## config.mk

```make
export PLATFORM = sky130hd
export DESIGN_NAME = rf_write_sched_flat
export DESIGN_NICKNAME = d
export VERILOG_FILES = /design/src/rtl/rf_write_sched_if.sv /design/src/rtl/rf_write_sched.sv /design/src/flat_wrapper.sv
export SDC_FILE = /design/constraint.sdc
export NUM_CORES = 1
export LEC_CHECK = 0
export ABC_AREA = 1
export CELL_PAD_IN_SITES_DETAIL_PLACEMENT = 1
export CELL_PAD_IN_SITES_GLOBAL_PLACEMENT = 1
export CORE_MARGIN = 2
export CORE_UTILIZATION = 32
export DETAILED_ROUTE_END_ITERATION = 10
export PLACE_DENSITY_LB_ADDON = 0.2
export SYNTH_ARGS = -nofsm -noshare
export SYNTH_HDL_FRONTEND = slang
export SYNTH_SLANG_ARGS = --single-unit
```

## constraint.sdc

```tcl
create_clock -name clk_i -period 1.8 [get_ports clk_i]
set_input_delay 0.27 -clock clk_i [delete_from_list [all_inputs] [get_ports clk_i]]
set_output_delay 0.27 -clock clk_i [all_outputs]
set_load 0.02 [all_outputs]
```

## src/rtl/rf_write_sched_if.sv

```systemverilog
// ----------------------------------------------------------------------------
// rf_write_sched_if
// Bundles every non-clock/reset signal of the register-file write scheduler.
//   ALU writeback   : alu_wr_valid/alu_wr_addr/alu_wr_data in, alu_wr_ready out
//   Load return     : mem_wr_valid/mem_wr_addr/mem_wr_data in (always accepted)
//   Load issue      : load_issue/load_issue_addr in (marks destination busy)
//   Decode reads    : rd_addrA/rd_addrB in, stall out
//   RF write port   : rf_we/rf_waddr/rf_wdata out (registered)
//   Scoreboard      : busy_vec out
//   Statistics      : conflict_cnt out, present only with RF_WSCHED_STATS_EN
// Modport slave is the scheduler side; modport master is the driving side.
// ----------------------------------------------------------------------------
interface rf_write_sched_if #(
   parameter int W = 8,
   parameter int D = 4
);
   logic                alu_wr_valid;
   logic [D-1:0]        alu_wr_addr;
   logic [W-1:0]        alu_wr_data;
   logic                alu_wr_ready;
   logic                mem_wr_valid;
   logic [D-1:0]        mem_wr_addr;
   logic [W-1:0]        mem_wr_data;
   logic                load_issue;
   logic [D-1:0]        load_issue_addr;
   logic [D-1:0]        rd_addrA;
   logic [D-1:0]        rd_addrB;
   logic                stall;
   logic                rf_we;
   logic [D-1:0]        rf_waddr;
   logic [W-1:0]        rf_wdata;
   logic [(2**D)-1:0]   busy_vec;
`ifdef RF_WSCHED_STATS_EN
   logic [7:0]          conflict_cnt;
`endif

   modport slave (
`ifdef RF_WSCHED_STATS_EN
      output conflict_cnt,
`endif
      input  alu_wr_valid, alu_wr_addr, alu_wr_data,
      input  mem_wr_valid, mem_wr_addr, mem_wr_data,
      input  load_issue, load_issue_addr,
      input  rd_addrA, rd_addrB,
      output alu_wr_ready, stall,
      output rf_we, rf_waddr, rf_wdata, busy_vec
   );

   modport master (
`ifdef RF_WSCHED_STATS_EN
      input  conflict_cnt,
`endif
      output alu_wr_valid, alu_wr_addr, alu_wr_data,
      output mem_wr_valid, mem_wr_addr, mem_wr_data,
      output load_issue, load_issue_addr,
      output rd_addrA, rd_addrB,
      input  alu_wr_ready, stall,
      input  rf_we, rf_waddr, rf_wdata, busy_vec
   );
endinterface

```

## src/rtl/rf_write_sched.sv

```systemverilog
// ----------------------------------------------------------------------------
// rf_write_sched
// Arbitrates the single write port of the register file between load returns
// (always win) and ALU writebacks (deferred in an in-order queue when they
// lose), tracks outstanding loads in a scoreboard and raises a decode stall on
// read hazards.
// Ports:
//   clk_i    : clock, all state on rising edge
//   rst_n_i  : synchronous active-low reset
//   bus      : rf_write_sched_if.slave (handshakes, RF write port, stall,
//              scoreboard)
// Optional: define RF_WSCHED_STATS_EN to add the saturating conflict_cnt
// output counting ALU writes that did not go straight to the port.
// ----------------------------------------------------------------------------
module rf_write_sched #(
   parameter int W  = 8,
   parameter int D  = 4,
   parameter int QD = 2
) (
   input  logic             clk_i,
   input  logic             rst_n_i,
   rf_write_sched_if.slave  bus
);
   localparam int           AW      = $clog2(QD);
   localparam int           NR      = 2**D;
   localparam logic [AW:0]  QD_FULL = (AW+1)'(QD);

   logic [D-1:0]   q_addr_q [QD];
   logic [W-1:0]   q_data_q [QD];
   logic [AW-1:0]  rd_ptr_q, rd_ptr_d;
   logic [AW-1:0]  wr_ptr_q, wr_ptr_d;
   logic [AW:0]    count_q, count_d;
   logic           rf_we_q, rf_we_d;
   logic [D-1:0]   rf_waddr_q, rf_waddr_d;
   logic [W-1:0]   rf_wdata_q, rf_wdata_d;
   logic [NR-1:0]  busy_q, busy_d;

   logic           ready_s, accept_s, q_empty_s;
   logic           enq_s, deq_s, direct_s;
   logic [NR-1:0]  set_mask_s, clr_mask_s;
   logic [QD-1:0]  q_live_s;
   logic           stall_s;

   // Port grant: mem return, else queue head, else a direct ALU write.
   always_comb begin
      ready_s    = (count_q != QD_FULL);
      accept_s   = bus.alu_wr_valid & ready_s;
      q_empty_s  = (count_q == {(AW+1){1'b0}});
      rf_we_d    = 1'b0;
      rf_waddr_d = {D{1'b0}};
      rf_wdata_d = {W{1'b0}};
      enq_s      = 1'b0;
      deq_s      = 1'b0;
      direct_s   = 1'b0;
      if (bus.mem_wr_valid) begin
         rf_we_d    = 1'b1;
         rf_waddr_d = bus.mem_wr_addr;
         rf_wdata_d = bus.mem_wr_data;
         enq_s      = accept_s;
      end else if (!q_empty_s) begin
         // Accepted ALU write queues behind the head to keep issue order.
         rf_we_d    = 1'b1;
         rf_waddr_d = q_addr_q[rd_ptr_q];
         rf_wdata_d = q_data_q[rd_ptr_q];
         deq_s      = 1'b1;
         enq_s      = accept_s;
      end else if (accept_s) begin
         rf_we_d    = 1'b1;
         rf_waddr_d = bus.alu_wr_addr;
         rf_wdata_d = bus.alu_wr_data;
         direct_s   = 1'b1;
      end else begin
         rf_we_d    = 1'b0;
      end
   end

   // Queue pointer/count and scoreboard next state; set is applied after clear.
   always_comb begin
      count_d    = count_q + (AW+1)'(enq_s) - (AW+1)'(deq_s);
      wr_ptr_d   = enq_s ? (wr_ptr_q + AW'(1)) : wr_ptr_q;
      rd_ptr_d   = deq_s ? (rd_ptr_q + AW'(1)) : rd_ptr_q;
      clr_mask_s = bus.mem_wr_valid ? ({{(NR-1){1'b0}}, 1'b1} << bus.mem_wr_addr) : {NR{1'b0}};
      set_mask_s = bus.load_issue   ? ({{(NR-1){1'b0}}, 1'b1} << bus.load_issue_addr) : {NR{1'b0}};
      busy_d     = (busy_q & ~clr_mask_s) | set_mask_s;
   end

   // Read-hazard detection against scoreboard, live queue slots and the
   // write currently on the RF port (not yet visible to the read path).
   always_comb begin
      stall_s = busy_q[bus.rd_addrA] | busy_q[bus.rd_addrB];
      stall_s = stall_s | (rf_we_q & ((rf_waddr_q == bus.rd_addrA) | (rf_waddr_q == bus.rd_addrB)));
      for (int i = 0; i < QD; i++) begin
         // Slot i is live when its distance from the head is below count.
         q_live_s[i] = ({1'b0, AW'(AW'(i) - rd_ptr_q)} < count_q);
         stall_s     = stall_s | (q_live_s[i] & ((q_addr_q[i] == bus.rd_addrA) | (q_addr_q[i] == bus.rd_addrB)));
      end
   end

   // State registers: queue, RF write port, scoreboard.
   always_ff @(posedge clk_i) begin
      if (!rst_n_i) begin
         rd_ptr_q   <= {AW{1'b0}};
         wr_ptr_q   <= {AW{1'b0}};
         count_q    <= {(AW+1){1'b0}};
         rf_we_q    <= 1'b0;
         rf_waddr_q <= {D{1'b0}};
         rf_wdata_q <= {W{1'b0}};
         busy_q     <= {NR{1'b0}};
         for (int i = 0; i < QD; i++) begin
            q_addr_q[i] <= {D{1'b0}};
            q_data_q[i] <= {W{1'b0}};
         end
      end else begin
         rd_ptr_q   <= rd_ptr_d;
         wr_ptr_q   <= wr_ptr_d;
         count_q    <= count_d;
         rf_we_q    <= rf_we_d;
         rf_waddr_q <= rf_waddr_d;
         rf_wdata_q <= rf_wdata_d;
         busy_q     <= busy_d;
         if (enq_s) begin
            q_addr_q[wr_ptr_q] <= bus.alu_wr_addr;
            q_data_q[wr_ptr_q] <= bus.alu_wr_data;
         end else begin
            q_addr_q[wr_ptr_q] <= q_addr_q[wr_ptr_q];
            q_data_q[wr_ptr_q] <= q_data_q[wr_ptr_q];
         end
      end
   end

   assign bus.alu_wr_ready = ready_s;
   assign bus.stall        = stall_s;
   assign bus.rf_we        = rf_we_q;
   assign bus.rf_waddr     = rf_waddr_q;
   assign bus.rf_wdata     = rf_wdata_q;
   assign bus.busy_vec     = busy_q;

`ifdef RF_WSCHED_STATS_EN
   logic [7:0] conflict_q;

   // Saturating count of ALU writes that were queued or refused.
   always_ff @(posedge clk_i) begin
      if (!rst_n_i) begin
         conflict_q <= 8'd0;
      end else if (bus.alu_wr_valid && !direct_s && (conflict_q != 8'hFF)) begin
         conflict_q <= conflict_q + 8'd1;
      end else begin
         conflict_q <= conflict_q;
      end
   end

   assign bus.conflict_cnt = conflict_q;
`else
`endif
endmodule

```

## src/flat_wrapper.sv

```systemverilog
// flat-port wrapper written by rule: the top's interface ports become plain ports
module rf_write_sched_flat 
#(
   parameter int W  = 8,
   parameter int D  = 4,
   parameter int QD = 2
)
  (clk_i, rst_n_i, bus_alu_wr_valid, bus_alu_wr_addr, bus_alu_wr_data, bus_mem_wr_valid, bus_mem_wr_addr, bus_mem_wr_data, bus_load_issue, bus_load_issue_addr, bus_rd_addrA, bus_rd_addrB, bus_alu_wr_ready, bus_stall, bus_rf_we, bus_rf_waddr, bus_rf_wdata, bus_busy_vec);
  rf_write_sched_if #(.W(W), .D(D)) bus_i ();
  input  logic clk_i;
  input  logic rst_n_i;
  input wire logic [$bits(bus_i.alu_wr_valid)-1:0] bus_alu_wr_valid;
  input wire logic [$bits(bus_i.alu_wr_addr)-1:0] bus_alu_wr_addr;
  input wire logic [$bits(bus_i.alu_wr_data)-1:0] bus_alu_wr_data;
  input wire logic [$bits(bus_i.mem_wr_valid)-1:0] bus_mem_wr_valid;
  input wire logic [$bits(bus_i.mem_wr_addr)-1:0] bus_mem_wr_addr;
  input wire logic [$bits(bus_i.mem_wr_data)-1:0] bus_mem_wr_data;
  input wire logic [$bits(bus_i.load_issue)-1:0] bus_load_issue;
  input wire logic [$bits(bus_i.load_issue_addr)-1:0] bus_load_issue_addr;
  input wire logic [$bits(bus_i.rd_addrA)-1:0] bus_rd_addrA;
  input wire logic [$bits(bus_i.rd_addrB)-1:0] bus_rd_addrB;
  output wire logic [$bits(bus_i.alu_wr_ready)-1:0] bus_alu_wr_ready;
  output wire logic [$bits(bus_i.stall)-1:0] bus_stall;
  output wire logic [$bits(bus_i.rf_we)-1:0] bus_rf_we;
  output wire logic [$bits(bus_i.rf_waddr)-1:0] bus_rf_waddr;
  output wire logic [$bits(bus_i.rf_wdata)-1:0] bus_rf_wdata;
  output wire logic [$bits(bus_i.busy_vec)-1:0] bus_busy_vec;
  assign bus_i.alu_wr_valid = bus_alu_wr_valid;
  assign bus_i.alu_wr_addr = bus_alu_wr_addr;
  assign bus_i.alu_wr_data = bus_alu_wr_data;
  assign bus_i.mem_wr_valid = bus_mem_wr_valid;
  assign bus_i.mem_wr_addr = bus_mem_wr_addr;
  assign bus_i.mem_wr_data = bus_mem_wr_data;
  assign bus_i.load_issue = bus_load_issue;
  assign bus_i.load_issue_addr = bus_load_issue_addr;
  assign bus_i.rd_addrA = bus_rd_addrA;
  assign bus_i.rd_addrB = bus_rd_addrB;
  assign bus_alu_wr_ready = bus_i.alu_wr_ready;
  assign bus_stall = bus_i.stall;
  assign bus_rf_we = bus_i.rf_we;
  assign bus_rf_waddr = bus_i.rf_waddr;
  assign bus_rf_wdata = bus_i.rf_wdata;
  assign bus_busy_vec = bus_i.busy_vec;
  rf_write_sched #(.W(W), .D(D), .QD(QD)) u_core (.clk_i(clk_i), .rst_n_i(rst_n_i), .bus(bus_i));
endmodule
```

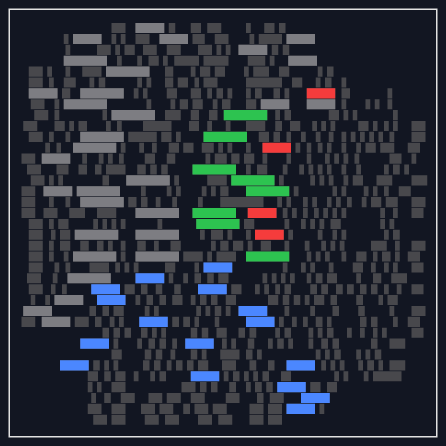
Figure 1: sequential cells grouped by signal name.
Scale: 4 px per micron. Other sequential cells in the stronger grey, the rest of the logic in the fainter grey.
name in the netlist	colour	flops
u_core.bus.busy_vec	blue	16
u_core.bus.rf_waddr	red	4
u_core.q_addr_q	green	8
not coloured	30

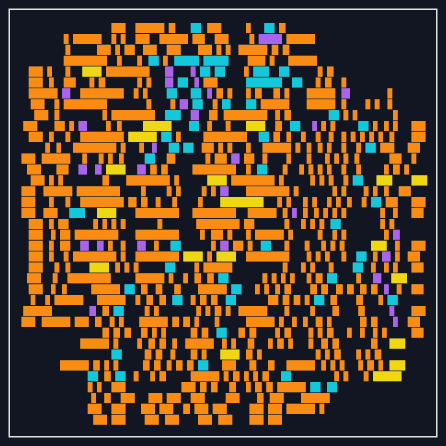
Figure 2: sizing map.
Scale: 4 px per micron.
size	colour	cells
x3 and x4	cyan	55
x2	purple	30
x6 and larger	yellow	19
x1 and smaller	orange	520

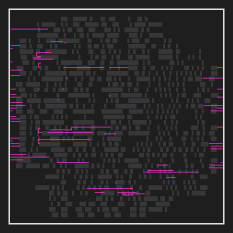
Figure 3: metal 3.
Scale: 2 px per micron.
main direction	horizontal
share of all routed wire	4.0%
longest straight run	26.7 microns
wire length on this layer	459 microns
nets with wire on the layer	56

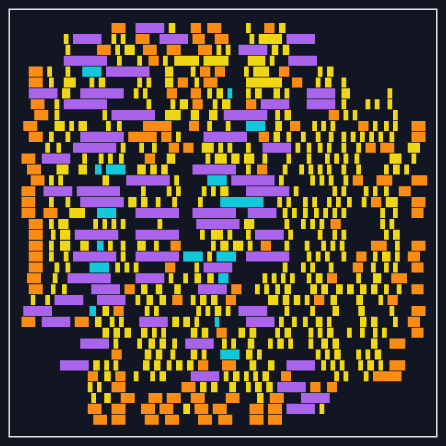
Figure 4: placement by cell class.
Scale: 4 px per micron.
class	colour	cells	share of their area
clock drivers and dummy loads	cyan	16	3.9%
remaining logic cells	yellow	424	41%
remaining buffers and delay cells	orange	126	25%
registers	purple	58	30%

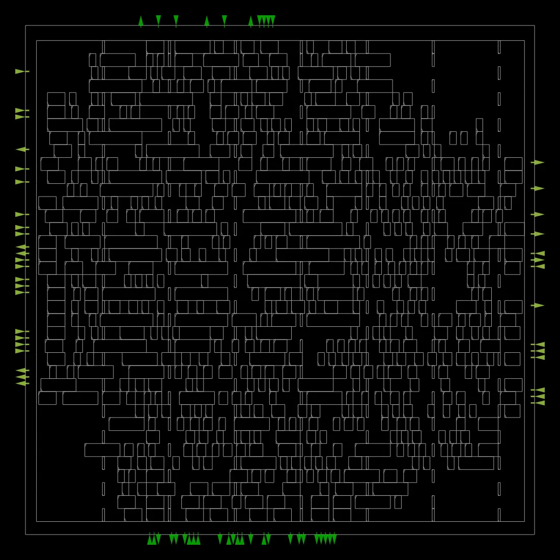
Figure 5: cell placement.
Util after Layout: 47.20%
final instance count without filler cells: 760
count of inserted tapcells: 136

==> summary.txt <==
Implementation numbers.

- The full die area is around 0.011 sq mm.
- The wire length of the first global-routing pass is 18.62 mm.
- The H-tree depth reported by CTS reads 3.
- The synthesized netlist devotes less than 1% of its cell area to adder and majority cells.
- The cell kind with the greatest summed area is combinational gates.
- The number of global-route vias before repair came to approximately 3800.
- At the placement stage, the worst setup path has a slack of -704.0 ps.
- The switching part of the total reads 35.23%.
- Post-synthesis, Yosys gives the total cell area as 0.003363 sq mm.
- The final estimated routing congestion in global placement is 0.8324.
- The fmax reads between 0.5 and 0.6 GHz.
- The number of antenna violations at the first check in global routing is 0.
- The number of pins with negative max-slew slack in the final report is 0.
- The clock buffer instance count of the final layout is 9.
- The instance area at placement is between 0.004 and 0.005 sq mm.
- The area of the mapped netlist reads 0.003363 sq mm.
- The highest-power group is registers.
- The final worst setup slack is -83.52 ps.
- The CTS buffer count reads 9.
- The library cells used most frequently in the layout, excluding fill and tap cells, are 177 x sky130_fd_sc_hd__nand2_1, 69 x sky130_fd_sc_hd__inv_1, 62 x sky130_fd_sc_hd__clkdlybuf4s50_1, 47 x sky130_fd_sc_hd__buf_4, 35 x sky130_fd_sc_hd__nand3_1.
- The signal on the critical path passes through nand2_1 -> nand2_1 -> nor2_1 -> nand2_1 -> nand2_1 -> nand2_1 -> nand2_1 -> nor2_1 -> nand2_1 -> buf_6.
- From bottom edge to top edge, the die measures 106.5 microns.
- The fraction of final cell area spent on non-clock buffers in this run is between 20% and 30%.
- The flow ran to the end, but the final reports show violations.
- The total placed cells including tap cells is 742.
- After filler insertion, the fill cell instance count of the layout stands at 1351.
- The leakage power figure is 2.295 nW.
- The capture point of the critical path was reported as bus_stall.
- Summed over its instances, the top area cell type makes up 21.43% of the synthesized netlist area.
- After routing the design area is 0.004851 sq mm.
- The combinational-cell power consumption is around 1.5 mW.
- The most used cell along the critical path is sky130_fd_sc_hd__nand2_1.
- The final timing report counts setup violations totalling 1.
- The switching power total reads 1.534 mW.
- The TritonCTS clock tree reads done.
- The worst clock skew reads about 7 ps.
- The mux share of post-synthesis cell area reads 0%.
- The total cells reported by yosys after synthesis reads 494.
- The checks that failed: setup timing.
- The residual DRC count is 0.
- Of the synthesized area, sequential elements account for 41.67%.
- Sorting the synthesized cells by how often they occur yields 177 x sky130_fd_sc_hd__nand2_1, 75 x sky130_fd_sc_hd__inv_1, 35 x sky130_fd_sc_hd__nand3_1.
- The data required time of the worst path is 1530 ps.
- Registers take 0.001401 sq mm.
- Per the post-synthesis report, the nets total 537.
==> per-layer routing <==
| layer | share of wire (%) | up-vias | routed length [microns] |
|---|---|---|---|
| met1 | 44 | 1692 | 5160 |
| met5 | 0 | - | 0 |
| met2 | 50 | 90 | 5822 |
| met4 | 1.6 | 0 | 184 |
| met3 | 3.9 | 16 | 459 |
| li1 | - | 1800 | - |
==> kinds of logic (layout without fill, tap and decap cells) <==
kind of cell | after synthesis | in the layout
AND-OR/OR-AND | 65 | 65
AND/OR/NAND/NOR | 272 | 272
flip-flops | 58 | 58
buffers and inverters | 93 | 223
XOR/XNOR | 4 | 4
adder cells (fa/ha/maj) | 2 | 2
Power figures rest on the tool's default switching activity, not on a simulated workload.
